==> run_1/met1.png <==
Scale bar: 50 um. Supply wires on this layer in gray.
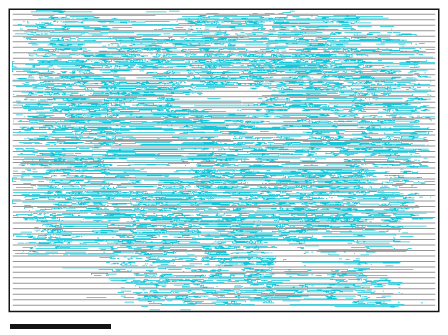
==> run_1/met2.png <==
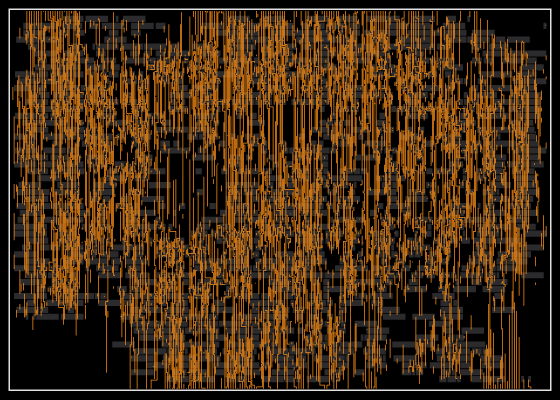
==> run_1/met3.png <==
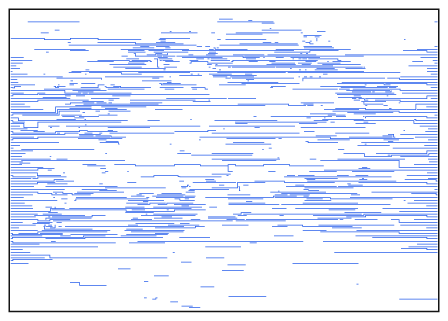
==> run_1/met4.png <==
Supply wires on this layer in gray.
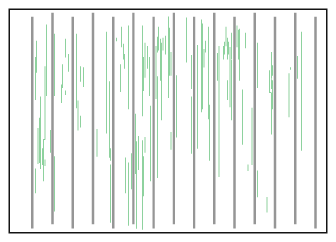
`config.mk`:
```
export PLATFORM = sky130hd
export DESIGN_NAME = word_line_responder
export DESIGN_NICKNAME = d
export VERILOG_FILES = /design/src/rtl/word_line_responder.sv
export SDC_FILE = /design/constraint.sdc
export NUM_CORES = 1
export LEC_CHECK = 0
export CORE_ASPECT_RATIO = 0.7
export CORE_MARGIN = 1
export CORE_UTILIZATION = 50
export CTS_BUF_LIST = sky130_fd_sc_hd__clkbuf_16
export DETAILED_ROUTE_END_ITERATION = 8
export DONT_BUFFER_PORTS = 1
export PLACE_DENSITY = 0.7
export SYNTH_ARGS = -nofsm -noshare
export SYNTH_HDL_FRONTEND = slang
export SYNTH_SLANG_ARGS = --single-unit
```
`constraint.sdc`:
```
create_clock -name clk -period 3.1 [get_ports clk]
set_clock_uncertainty 0.05 [all_clocks]
set_input_delay 0.62 -clock clk [delete_from_list [all_inputs] [get_ports clk]]
set_output_delay 0.62 -clock clk [all_outputs]
set_load 0.02 [all_outputs]
```
`src/rtl/word_line_responder.sv`:
```
// +----------------------------------------------------------------------------+
// | word_line_responder: single-line write-back, write-allocate word responder |
// | Rev 1.0 - initial release                                                  |
// +----------------------------------------------------------------------------+
`default_nettype none

module word_line_responder #(
  parameter int ADDR_WIDTH = 16
) (
  input  logic                  clk,
  input  logic                  rst_n,
  input  logic [ADDR_WIDTH-1:0] mem_address,
  input  logic                  mem_read,
  input  logic                  mem_write,
  input  logic [1:0]            mem_byte_enable,
  input  logic [15:0]           mem_wdata,
  output logic [15:0]           mem_rdata,
  output logic                  mem_resp,
  output logic [ADDR_WIDTH-1:0] pmem_address,
  output logic                  pmem_read,
  output logic                  pmem_write,
  output logic [127:0]          pmem_wdata,
  input  logic [127:0]          pmem_rdata,
  input  logic                  pmem_resp
);

  localparam int TAG_W = ADDR_WIDTH - 4;

  typedef enum logic [1:0] {
    IDLE  = 2'd0,
    WB    = 2'd1,
    FETCH = 2'd2,
    RESP  = 2'd3
  } state_t;

  state_t            state;
  logic              valid;
  logic              dirty;
  logic [TAG_W-1:0]  tag;
  logic [127:0]      line;

  // Request captured on a miss; live inputs are ignored until it completes.
  logic [TAG_W-1:0]  req_tag;
  logic [2:0]        req_idx;
  logic [1:0]        req_be;
  logic [15:0]       req_wdata;
  logic              req_write;

  logic [TAG_W-1:0]  cur_tag;
  logic [6:0]        cur_off;
  logic [6:0]        req_off;
  logic              cur_req;
  logic              cur_write;
  logic              hit;
  logic [15:0]       hit_merged;
  logic [15:0]       fill_word;
  logic [15:0]       fill_merged;
  logic [127:0]      fill_line;
  logic              unused_addr_lsb;

  function automatic logic [15:0] merge_bytes(input logic [15:0] old_word,
                                              input logic [1:0]  be,
                                              input logic [15:0] wdata);
    merge_bytes = {be[1] ? wdata[15:8] : old_word[15:8],
                   be[0] ? wdata[7:0]  : old_word[7:0]};
  endfunction

  assign cur_tag         = mem_address[ADDR_WIDTH-1:4];
  assign cur_off         = {mem_address[3:1], 4'b0000};
  assign req_off         = {req_idx, 4'b0000};
  assign cur_req         = mem_read | mem_write;
  assign cur_write       = mem_write & ~mem_read;
  assign hit             = valid && (tag == cur_tag);
  assign hit_merged      = merge_bytes(line[cur_off +: 16], mem_byte_enable, mem_wdata);
  assign fill_word       = pmem_rdata[req_off +: 16];
  assign fill_merged     = merge_bytes(fill_word, req_be, req_wdata);
  assign pmem_wdata      = line;
  assign unused_addr_lsb = mem_address[0];

  always_comb begin
    fill_line = pmem_rdata;
    if (req_write) begin
      fill_line[req_off +: 16] = fill_merged;
    end
  end

  always_ff @(posedge clk or negedge rst_n) begin
    if (!rst_n) begin
      state        <= IDLE;
      valid        <= 1'b0;
      dirty        <= 1'b0;
      tag          <= '0;
      line         <= '0;
      req_tag      <= '0;
      req_idx      <= '0;
      req_be       <= '0;
      req_wdata    <= '0;
      req_write    <= 1'b0;
      mem_rdata    <= '0;
      mem_resp     <= 1'b0;
      pmem_address <= '0;
      pmem_read    <= 1'b0;
      pmem_write   <= 1'b0;
    end else begin
      mem_resp <= 1'b0;
      case (state)
        IDLE: begin
          if (cur_req) begin
            if (hit) begin
              if (cur_write) begin
                line[cur_off +: 16] <= hit_merged;
                mem_rdata           <= hit_merged;
                if (mem_byte_enable != 2'b00) begin
                  dirty <= 1'b1;
                end
              end else begin
                mem_rdata <= line[cur_off +: 16];
              end
              mem_resp <= 1'b1;
              state    <= RESP;
            end else begin
              req_tag   <= cur_tag;
              req_idx   <= mem_address[3:1];
              req_be    <= mem_byte_enable;
              req_wdata <= mem_wdata;
              req_write <= cur_write;
              if (valid && dirty) begin
                pmem_write   <= 1'b1;
                pmem_address <= {tag, 4'b0000};
                state        <= WB;
              end else begin
                pmem_read    <= 1'b1;
                pmem_address <= {cur_tag, 4'b0000};
                state        <= FETCH;
              end
            end
          end
        end
        WB: begin
          if (pmem_resp) begin
            dirty        <= 1'b0;
            pmem_write   <= 1'b0;
            pmem_read    <= 1'b1;
            pmem_address <= {req_tag, 4'b0000};
            state        <= FETCH;
          end
        end
        FETCH: begin
          // Refill and the pending access complete on the same edge.
          if (pmem_resp) begin
            pmem_read <= 1'b0;
            line      <= fill_line;
            tag       <= req_tag;
            valid     <= 1'b1;
            dirty     <= req_write && (req_be != 2'b00);
            mem_rdata <= req_write ? fill_merged : fill_word;
            mem_resp  <= 1'b1;
            state     <= RESP;
          end
        end
        RESP: begin
          state <= IDLE;
        end
        default: begin
          state <= IDLE;
        end
      endcase
    end
  end

endmodule

`default_nettype wire

```
==> impl_metrics.tcl, run 1 <==
# implementation run metrics
set metrics [dict create \
    power.share.clock_pct 13.4 \
    cp_slowest_cell "or2_1" \
    lay_top_count "dfrtp_1" \
    warnings 39 \
    top_area_share_pct 33.9 \
    area_delta_synth_final_pct 10.0 \
    wl_met2_um 26400 \
    layout.filler_cells 2596 \
    dieArea_um2 31600 \
    finalNonFillerCells 1895 \
    most_common_cell "dfrtp_1" \
    violations "negative hold slack" \
    top_cells_by_count "dfrtp_1, mux2_2, nand2_1, a31oi_1, clkbuf_1" \
    whs_ns -0.276 \
    num_io_pins 330 \
    cts-buffers-inserted 23 \
    dp.final_hpwl_um 45900 \
    required_ns 3.48 \
    cts.repair.resized 0 \
    status "finished, violations left" \
    signal_buffers 112 \
    place_congestion 0.973 \
    seq_share_pct 30.8 \
    viasPerCell 7.50 \
    core-area_um2 30200 \
    ir_drop_uv 793 \
    finalHoldViolCount 209 \
    cp-start-kind "flip-flop" \
    final.min_clock_period_ns 3.01 \
    synth_area_um2 15400 \
    yosysSeqAreaShare_pct 33.9 \
    powerComb_mw 10.8 \
    worst-slew-pin-transition_ns 1.24 \
    fin_util_pct 56.3 \
    cts_root_buf "clkbuf_16" \
    p_seq_mw 6.05 \
    intPower_mw 9.66 \
    ant_nets 0 \
    rsz0062_at_grt "no" \
    p_comb_share_pct 55.6 \
    cts_tree "done" \
    yosysWarnings 0 \
    worst_path_most_repeated_cell "ha_1" \
    top_usage_layer "met2" \
    setup_slack_ns 0.0857 \
    met1Wirelength_um 25500 \
    logic_gates 1096 \
    drc 0 \
    inverters 27 \
    timing.slew.headroom_pct 16.6 \
    grt_overflow_total 0 \
    rrSetupSlack_ns 0.09 \
    p_switching_mw 9.84 \
    regArea_um2 5230 \
    grt_usage_pct 40.7 \
    criticalPathCategory "reg -> reg" \
    mux_share_pct 29.6 \
    pre_cts_ws_ns 0.238 \
    nWellTaps 412 \
    ys_cells 1467 \
    synthAdderAreaFrac_pct 0.973 \
    ys_sh_simple_pct 12.4 \
    htreeDepth 1 \
    clkCellAreaFrac_pct 3.91 \
    cp_max_fo 16 \
    synthCells 1467 \
    synth_top_flop_cell "dfrtp_1" \
    seq_cell_count 209 \
    largest_reg_flops 128 \
    crit_start "req_idx[0]" \
    top_layer "met4" \
]
About met1.png:
longest straight run	63.9 um
share of all routed wire	39%
main direction	horizontal
via count: 14200
M1 GR Usage: 56.0%

About met2.png:
wire length on this layer	26.4 mm
nets with wire on the layer	1401
main direction	vertical
longest straight run	72.6 um
total wire length: 65300 um
GR Util met2: 56.6%

About met3.png:
nets with wire on the layer	388
wire length on this layer	10500 um
longest straight run	145 um
share of all routed wire	16%
main direction	horizontal
M3 GR Usage: 17.3%

About met4.png:
wire length on this layer	2840 um
main direction	vertical
share of all routed wire	4.4%
nets with wire on the layer	74
longest straight run	87.7 um

--- run 2 (diff from run 1) ---
- HOLD_SLACK_MARGIN: unset -> 0.03
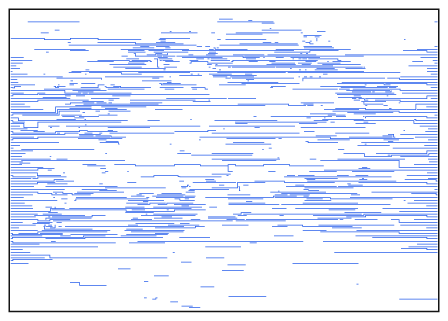
(run_2/met3.png)
main direction	horizontal
nets with wire on the layer	388
wire length on this layer	10500 um

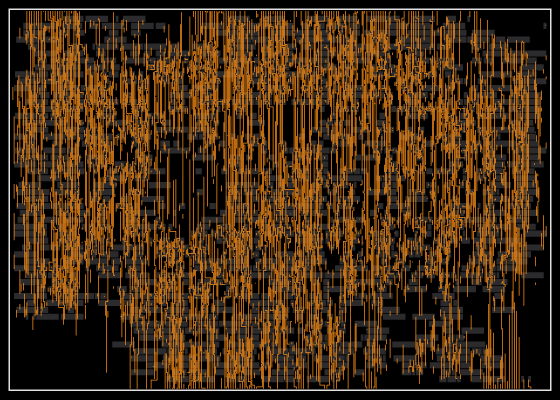
(run_2/met2.png)
longest straight run	72.6 um
nets with wire on the layer	1401

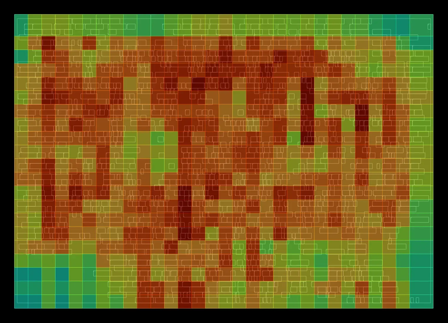
(run_2/final_congestion.png)
busiest grt layer: met2
GRT Total Usage: 40.7%
Wirelength per Cell: 34.4 um
fin util: 56.3%

==> run 2 against run 1 <==
The run still ends with negative hold slack left. Sequential cell count unchanged. Register-to-register slack hardly changed. Sequential power about the same. Largest power group unchanged. Highest routed layer unchanged.
==> impl_metrics.tcl, run 2 <==
# implementation run metrics
set metrics [dict create \
    cp-start-kind "flip-flop" \
    finalNonFillerCells 1895 \
    required_ns 3.48 \
    inverters 27 \
    yosysSeqAreaShare_pct 33.9 \
    top_layer "met4" \
    dieArea_um2 31600 \
    mostFrequentLayoutCells "dfrtp_1, mux2_2, nand2_1" \
    pre_cts_ws_ns 0.238 \
    area_delta_synth_final_pct 10.0 \
    intPower_mw 9.66 \
    drc 0 \
    ant_nets 0 \
    regArea_um2 5230 \
    timing.slew.headroom_pct 16.6 \
    whs_ns -0.276 \
    logic_gates 1096 \
    wl_met2_um 26400 \
    powerComb_mw 10.8 \
    place_congestion 0.973 \
    layout.filler_cells 2596 \
    cp_max_fo 16 \
    cts_tree "done" \
    grt_util_met1_pct 56.0 \
    crit_start "req_idx[0]" \
    criticalPathCategory "reg -> reg" \
    p_comb_share_pct 55.6 \
    ir_drop_uv 793 \
    grt_use_met2_pct 56.6 \
    seq_share_pct 30.8 \
    lay_top_count "dfrtp_1" \
    worst_path_most_repeated_cell "ha_1" \
    mux_share_pct 29.6 \
    top_area_share_pct 33.9 \
    signal_buffers 112 \
    synth_area_um2 15400 \
    grt_overflow_total 0 \
    p_seq_mw 6.05 \
    violations "negative hold slack" \
    htreeDepth 1 \
    largest_reg_flops 128 \
    nWellTaps 412 \
    synthCells 1467 \
    met1Wirelength_um 25500 \
    status "finished, violations left" \
    synthAdderAreaFrac_pct 0.973 \
    viasPerCell 7.50 \
    num_io_pins 330 \
    vias 14200 \
    core-area_um2 30200 \
    dp.final_hpwl_um 45900 \
    power.share.clock_pct 13.4 \
    final.min_clock_period_ns 3.01 \
    cp_slowest_cell "or2_1" \
    use_met3_pct 17.3 \
    finalHoldViolCount 209 \
    rrSetupSlack_ns 0.09 \
    yosysWarnings 0 \
    comb_area_um2 9550 \
    ys_sh_simple_pct 12.4 \
    warnings 39 \
    most_common_cell "dfrtp_1" \
    cts.repair.resized 0 \
    cts-buffers-inserted 23 \
]
Power figures rest on the tool's default switching activity, not on a simulated workload.
